--- config.mk ---
export PLATFORM = sky130hd
export DESIGN_NAME = temp_bram_ctrl_flat
export DESIGN_NICKNAME = d
export VERILOG_FILES = /design/src/rtl/temp_bram_pkg.sv /design/src/rtl/temp_bram_ctrl_if.sv /design/src/rtl/temp_bram_ctrl.sv /design/src/flat_wrapper.sv
export SDC_FILE = /design/constraint.sdc
export NUM_CORES = 1
export LEC_CHECK = 0
export CAP_MARGIN = 20
export CORE_ASPECT_RATIO = 1.1
export CORE_UTILIZATION = 30
export DETAILED_ROUTE_END_ITERATION = 6
export SLEW_MARGIN = 20
export SYNTH_ARGS = -nofsm -noshare
export SYNTH_HDL_FRONTEND = slang
export SYNTH_SLANG_ARGS = --single-unit
--- constraint.sdc ---
create_clock -name clk_i -period 3.2 [get_ports clk_i]
set_input_delay 0.64 -clock clk_i [delete_from_list [all_inputs] [get_ports clk_i]]
set_output_delay 0.64 -clock clk_i [all_outputs]
set_load 0.02 [all_outputs]
--- src/rtl/temp_bram_pkg.sv ---
// Shared types and sizing helpers for the layer temporary-buffer sequencer.
package temp_bram_pkg;

   localparam int unsigned MAC_CNT_DEF = 128;

   typedef logic [2:0] state_t;

   localparam state_t ST_IDLE    = 3'd0;
   localparam state_t ST_CAPTURE = 3'd1;
   localparam state_t ST_STREAM  = 3'd2;
   localparam state_t ST_DRAIN   = 3'd3;
   localparam state_t ST_CLEAR   = 3'd4;
   localparam state_t ST_DONE    = 3'd5;

   // Index width; never below one bit so a single-entry buffer still elaborates.
   function automatic int unsigned addr_width(input int unsigned n);
      return (n > 1) ? $clog2(n) : 1;
   endfunction

   function automatic int unsigned cnt_width(input int unsigned n);
      return $clog2(n + 1);
   endfunction

endpackage

--- src/rtl/temp_bram_ctrl_if.sv ---
// Handshake and strobe bundle between the temp-buffer sequencer and its neighbours.
// rd_len_i exists only when TEMP_BRAM_CTRL_LEN_EN is defined.
interface temp_bram_ctrl_if #(
   parameter int unsigned MAC_CNT = temp_bram_pkg::MAC_CNT_DEF
);
   localparam int unsigned ADDR_WIDTH = temp_bram_pkg::addr_width(MAC_CNT);
   localparam int unsigned CNT_WIDTH  = temp_bram_pkg::cnt_width(MAC_CNT);

   logic                  layer_done_i;
   logic                  flush_i;
   logic                  out_ready_i;
`ifdef TEMP_BRAM_CTRL_LEN_EN
   logic [CNT_WIDTH-1:0]  rd_len_i;
`endif
   logic                  wr_temp_en_o;
   logic                  rd_temp_en_o;
   logic [ADDR_WIDTH-1:0] temp_bram_index_o;
   logic                  clear_o;
   logic                  out_valid_o;
   logic                  out_last_o;
   logic                  busy_o;
   logic                  done_o;
   logic                  overrun_err_o;

   modport master (
      input  layer_done_i, flush_i, out_ready_i,
`ifdef TEMP_BRAM_CTRL_LEN_EN
      input  rd_len_i,
`endif
      output wr_temp_en_o, rd_temp_en_o, temp_bram_index_o, clear_o,
      output out_valid_o, out_last_o, busy_o, done_o, overrun_err_o
   );

   modport slave (
      output layer_done_i, flush_i, out_ready_i,
`ifdef TEMP_BRAM_CTRL_LEN_EN
      output rd_len_i,
`endif
      input  wr_temp_en_o, rd_temp_en_o, temp_bram_index_o, clear_o,
      input  out_valid_o, out_last_o, busy_o, done_o, overrun_err_o
   );

endinterface

--- src/rtl/temp_bram_ctrl.sv ---
// Capture / stream / clear sequencer for the layer temporary buffer.
// Optional TEMP_BRAM_CTRL_LEN_EN: per-layer stream length taken from rd_len_i.
module temp_bram_ctrl
   import temp_bram_pkg::*;
#(
   parameter int unsigned MAC_CNT = MAC_CNT_DEF
) (
   input logic              clk_i,
   input logic              rstn_i,
   temp_bram_ctrl_if.master bus
);

   localparam int unsigned ADDR_WIDTH = addr_width(MAC_CNT);
   localparam int unsigned CNT_WIDTH  = cnt_width(MAC_CNT);

   state_t                state_q, state_d;
   logic [CNT_WIDTH-1:0]  cnt_q, cnt_d;
   logic [CNT_WIDTH-1:0]  len_q, len_d;
   logic [ADDR_WIDTH-1:0] idx_q, idx_d;
   logic                  wr_q, wr_d;
   logic                  rd_q, rd_d;
   logic                  rd_last_q, rd_last_d;
   logic                  clr_q, clr_d;
   logic                  valid_q, valid_d;
   logic                  last_q, last_d;
   logic                  done_q, done_d;
   logic                  ovr_q, ovr_d;
   logic                  busy;
   logic [CNT_WIDTH-1:0]  len_sel;

   assign busy = (state_q != ST_IDLE);

   // Stream length for the transaction being started; out-of-range lengths mean a full buffer.
`ifdef TEMP_BRAM_CTRL_LEN_EN
   assign len_sel = ((bus.rd_len_i == '0) || (bus.rd_len_i > CNT_WIDTH'(MAC_CNT)))
                    ? CNT_WIDTH'(MAC_CNT) : bus.rd_len_i;
`else
   assign len_sel = CNT_WIDTH'(MAC_CNT);
`endif

   always_ff @(posedge clk_i or negedge rstn_i) begin : state_reg
      if (!rstn_i) begin
         state_q   <= ST_IDLE;
         cnt_q     <= '0;
         len_q     <= CNT_WIDTH'(MAC_CNT);
         idx_q     <= '0;
         wr_q      <= 1'b0;
         rd_q      <= 1'b0;
         rd_last_q <= 1'b0;
         clr_q     <= 1'b0;
         valid_q   <= 1'b0;
         last_q    <= 1'b0;
         done_q    <= 1'b0;
         ovr_q     <= 1'b0;
      end else begin
         state_q   <= state_d;
         cnt_q     <= cnt_d;
         len_q     <= len_d;
         idx_q     <= idx_d;
         wr_q      <= wr_d;
         rd_q      <= rd_d;
         rd_last_q <= rd_last_d;
         clr_q     <= clr_d;
         valid_q   <= valid_d;
         last_q    <= last_d;
         done_q    <= done_d;
         ovr_q     <= ovr_d;
      end
   end

   always_comb begin : next_state
      state_d   = state_q;
      cnt_d     = cnt_q;
      len_d     = len_q;
      idx_d     = idx_q;
      wr_d      = 1'b0;
      rd_d      = 1'b0;
      rd_last_d = 1'b0;
      clr_d     = 1'b0;
      done_d    = 1'b0;
      // Read data follows the strobe by one cycle; a flushed final read loses its last tag.
      valid_d   = rd_q;
      last_d    = rd_last_q & ~bus.flush_i;
      ovr_d     = ovr_q;

      case (state_q)
         ST_IDLE: begin
            if (bus.layer_done_i && !bus.flush_i) begin
               wr_d    = 1'b1;
               len_d   = len_sel;
               state_d = ST_CAPTURE;
            end
         end
         ST_CAPTURE: begin
            cnt_d   = '0;
            idx_d   = '0;
            state_d = ST_STREAM;
         end
         ST_STREAM: begin
            if (bus.out_ready_i) begin
               rd_d  = 1'b1;
               idx_d = cnt_q[ADDR_WIDTH-1:0];
               if (cnt_q == len_q - CNT_WIDTH'(1)) begin
                  rd_last_d = 1'b1;
                  cnt_d     = '0;
                  state_d   = ST_DRAIN;
               end else begin
                  cnt_d = cnt_q + CNT_WIDTH'(1);
               end
            end
         end
         ST_DRAIN: state_d = ST_CLEAR;
         ST_CLEAR: begin
            clr_d   = 1'b1;
            state_d = ST_DONE;
         end
         ST_DONE: begin
            done_d  = 1'b1;
            state_d = ST_IDLE;
         end
         default: state_d = ST_IDLE;
      endcase

      // Abort: cancel pending strobes and fall through the clear/done tail.
      if (bus.flush_i && busy) begin
         state_d   = ST_CLEAR;
         cnt_d     = '0;
         idx_d     = idx_q;
         wr_d      = 1'b0;
         rd_d      = 1'b0;
         rd_last_d = 1'b0;
         clr_d     = 1'b0;
         done_d    = 1'b0;
      end

      if (bus.flush_i) begin
         ovr_d = 1'b0;
      end else if (bus.layer_done_i && busy) begin
         ovr_d = 1'b1;
      end
   end

   assign bus.wr_temp_en_o      = wr_q;
   assign bus.rd_temp_en_o      = rd_q;
   assign bus.temp_bram_index_o = idx_q;
   assign bus.clear_o           = clr_q;
   assign bus.out_valid_o       = valid_q;
   assign bus.out_last_o        = last_q;
   assign bus.done_o            = done_q;
   assign bus.overrun_err_o     = ovr_q;
   assign bus.busy_o            = busy;

endmodule

--- src/flat_wrapper.sv ---
// flat-port wrapper written by rule: the top's interface ports become plain ports
module temp_bram_ctrl_flat import temp_bram_pkg::*;
#(
   parameter int unsigned MAC_CNT = MAC_CNT_DEF
)
  (clk_i, rstn_i, bus_layer_done_i, bus_flush_i, bus_out_ready_i, bus_wr_temp_en_o, bus_rd_temp_en_o, bus_temp_bram_index_o, bus_clear_o, bus_out_valid_o, bus_out_last_o, bus_busy_o, bus_done_o, bus_overrun_err_o);
  temp_bram_ctrl_if #(.MAC_CNT(MAC_CNT)) bus_i ();
  input logic clk_i;
  input logic rstn_i;
  input wire logic [$bits(bus_i.layer_done_i)-1:0] bus_layer_done_i;
  input wire logic [$bits(bus_i.flush_i)-1:0] bus_flush_i;
  input wire logic [$bits(bus_i.out_ready_i)-1:0] bus_out_ready_i;
  output wire logic [$bits(bus_i.wr_temp_en_o)-1:0] bus_wr_temp_en_o;
  output wire logic [$bits(bus_i.rd_temp_en_o)-1:0] bus_rd_temp_en_o;
  output wire logic [$bits(bus_i.temp_bram_index_o)-1:0] bus_temp_bram_index_o;
  output wire logic [$bits(bus_i.clear_o)-1:0] bus_clear_o;
  output wire logic [$bits(bus_i.out_valid_o)-1:0] bus_out_valid_o;
  output wire logic [$bits(bus_i.out_last_o)-1:0] bus_out_last_o;
  output wire logic [$bits(bus_i.busy_o)-1:0] bus_busy_o;
  output wire logic [$bits(bus_i.done_o)-1:0] bus_done_o;
  output wire logic [$bits(bus_i.overrun_err_o)-1:0] bus_overrun_err_o;
  assign bus_i.layer_done_i = bus_layer_done_i;
  assign bus_i.flush_i = bus_flush_i;
  assign bus_i.out_ready_i = bus_out_ready_i;
  assign bus_wr_temp_en_o = bus_i.wr_temp_en_o;
  assign bus_rd_temp_en_o = bus_i.rd_temp_en_o;
  assign bus_temp_bram_index_o = bus_i.temp_bram_index_o;
  assign bus_clear_o = bus_i.clear_o;
  assign bus_out_valid_o = bus_i.out_valid_o;
  assign bus_out_last_o = bus_i.out_last_o;
  assign bus_busy_o = bus_i.busy_o;
  assign bus_done_o = bus_i.done_o;
  assign bus_overrun_err_o = bus_i.overrun_err_o;
  temp_bram_ctrl #(.MAC_CNT(MAC_CNT)) u_core (.clk_i(clk_i), .rstn_i(rstn_i), .bus(bus_i));
endmodule
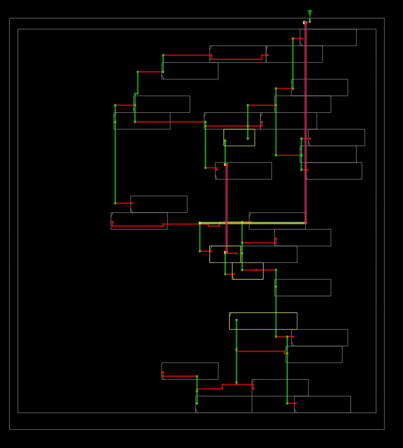
**Above:** the clock network.
Worst Skew: 0.00263 ns
clk sinks: 26
P_clk: 0.000270 W
Flop Count: 26
Skew-Pair Late Insertion Delay: 0.27 ns

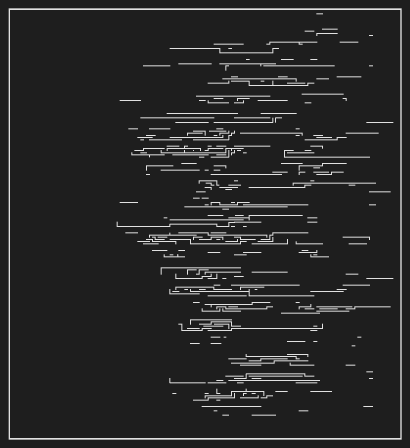
**Above:** met1 routing.
main direction = horizontal
nets with wire on the layer = 117
via count: 847
Final Routed Wirelength: 2160 um
M1 GR Usage: 14.7%

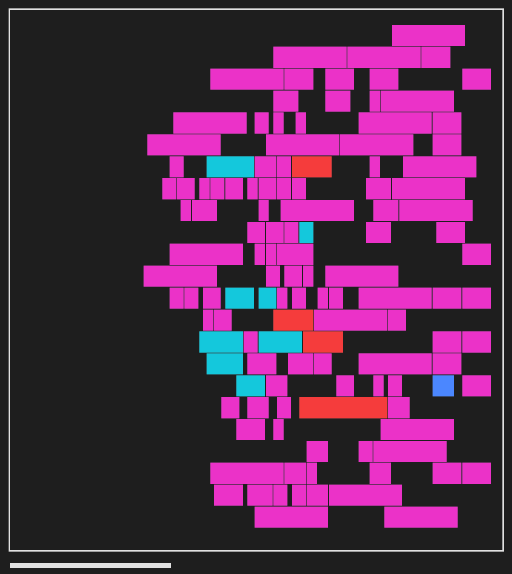
**Above:** cells by drive strength.
The bar under the picture is 20 um long.
blue -> drive 3 to 4  # cells 1
cyan -> drive 2  # cells 8
magenta -> drive 1 or less  # cells 111
red -> drive 6 and up  # cells 4
setup ws final: 0.709 ns
Layout area overhead: 26.3%
fin area: 1460 um2

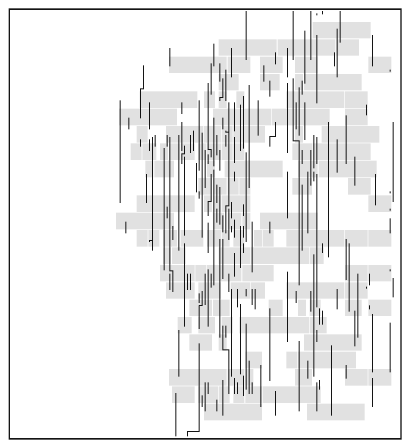
**Above:** met2 routing.
share of all routed wire = 47%
nets with wire on the layer = 109
longest straight run = 22.6 um

==> reports/results.ini <==
[sta]
timing.final.crit_share_pct=77.8
timing.fmax_mhz=401
hold_viol=0
slew_viol_final=0
period_minus_slack_ns=2.49
rsz0062_at_grt=no
setup_tns_ns=0
hold_ws_ns=0.389
worstMarginPinSlew_ns=0.541
max_slew_margin_pct=63.8

[route]
wl_met3_um=54
drc=0
ant_nets=0
firstDrtPassIters=4
highest_layer=met4
wl_met2_um=1010
wl_met1_um=1050
drt_iter0_drc=13

[floorplan]
floorplanUtilization_pct=31.6
chipArea_um2=4100
core-area_um2=3650
row_count=23
pin_count=20
taps=50
fp.dieW_um=61.2

[pwr]
power.leakage_nw=0.618
peakVddDrop_mv=0.184
p_seq_share_pct=45.8
p_int_w=0.000619
power.group.top=sequential cells
combPwrFrac_pct=23.6
p_seq_w=0.000404
sw_frac_of_total_pct=29.9
p_clk_share_pct=30.6
p_per_area_nw_per_um2=605
power.total_w=0.000882

[final_layout]
layout_top_cells=26 x dfrtp_1, 19 x clkdlybuf4s50_1, 10 x nand2_1, 7 x o21ai_0
fin_cells=174
seq_share_pct=44.6
drive_above_1_share_pct=10.5
final_common_cell=dfrtp_1
sh_comb_area_pct=31.8
logic_area_um2=464
largest_cell_class=flip-flops and latches
signal_buffers=20
nClkBuffers=3
largest_reg_flops=8
n_all_inverters=3
top_register=u_core.cnt_q
nonClkBufAreaFrac_pct=13.6
fin_util_pct=39.9
comb.multi_input.count=71
antenna_cells=0
fill_cells=363

[yosys]
synth.cell_area_um2=1150
synth-xor-area-share_pct=1.52
ys_types=39
synth_cells=104
syn_nets=110
ys_seq_share_pct=56.3
ys_seq_elements=26
ys_top_cells_by_count=26 x dfrtp_1, 10 x nand2_1, 7 x o21ai_0
synth.avg_cell_area_um2=11.1
yosysTopAreaCellShare_pct=56.3
synthAoiAreaFrac_pct=19.1
simple_gate_share_pct=18.5
async_flop_share_pct=100
ys_sh_adder_pct=1.08
mux_area_share_pct=0
largest_area_cell=dfrtp_1
edf_count=0
ff_type=dfrtp_1
top_cell=dfrtp_1
ys_cells=104
logic_family=AND-OR/OR-AND gates
yosys_area_um2=1150

[global_route]
grt_antenna_before_repair=0
grt-busiest-layer=met2
use_met3_pct=1.75
grt_pass1_vias=764
grt_use_met2_pct=19.0
grt_util_all_layers_pct=11.7
grt_pass1_wl_um=3490
grt_max_degree=27
gr-total-overflow=0

[critical_path]
reg2reg_depth=4
cp-start-kind=register
crit_type=reg -> out
r2r_slack_ns=1.56
r2r_start=u_core.state_q[0]
cp_cell_sequence=or3_1, clkdlybuf4s50_1
cp_max_fo=14
critPathBufInv=1
arrival_ns=1.85
crit_required_ns=2.56
cp_num_cells=2
worstReg2RegEnd=u_core.cnt_q[4]
crit_family=buffers and inverters
crit_path_start=u_core.state_q[0]
critical-path-slowest-cell=clkdlybuf4s50_1

[clock_network]
clk_pin_slew_ns=0.09
numCtsBuffers=3
post_cts_buffers=0
cts_max_level=1
cts_tree=built
cts_buffer_depth=2
cts-root-buf=clkbuf_8

[hold_path]
hold_depth=0
hp-class=reg -> reg
hp-start=u_core.bus.rd_temp_en_o

[placed_design]
dpl.cell_count=170
io_buffers=19
dp_hpwl_um=1580
dp_slack_ns=0.754
place_area_um2=1390
globalplace.congestion=0.801

[flow_run]
max-cap-violations=0

[outcome]
status=finished, final reports clean

Power and IR drop assume default switching activity.
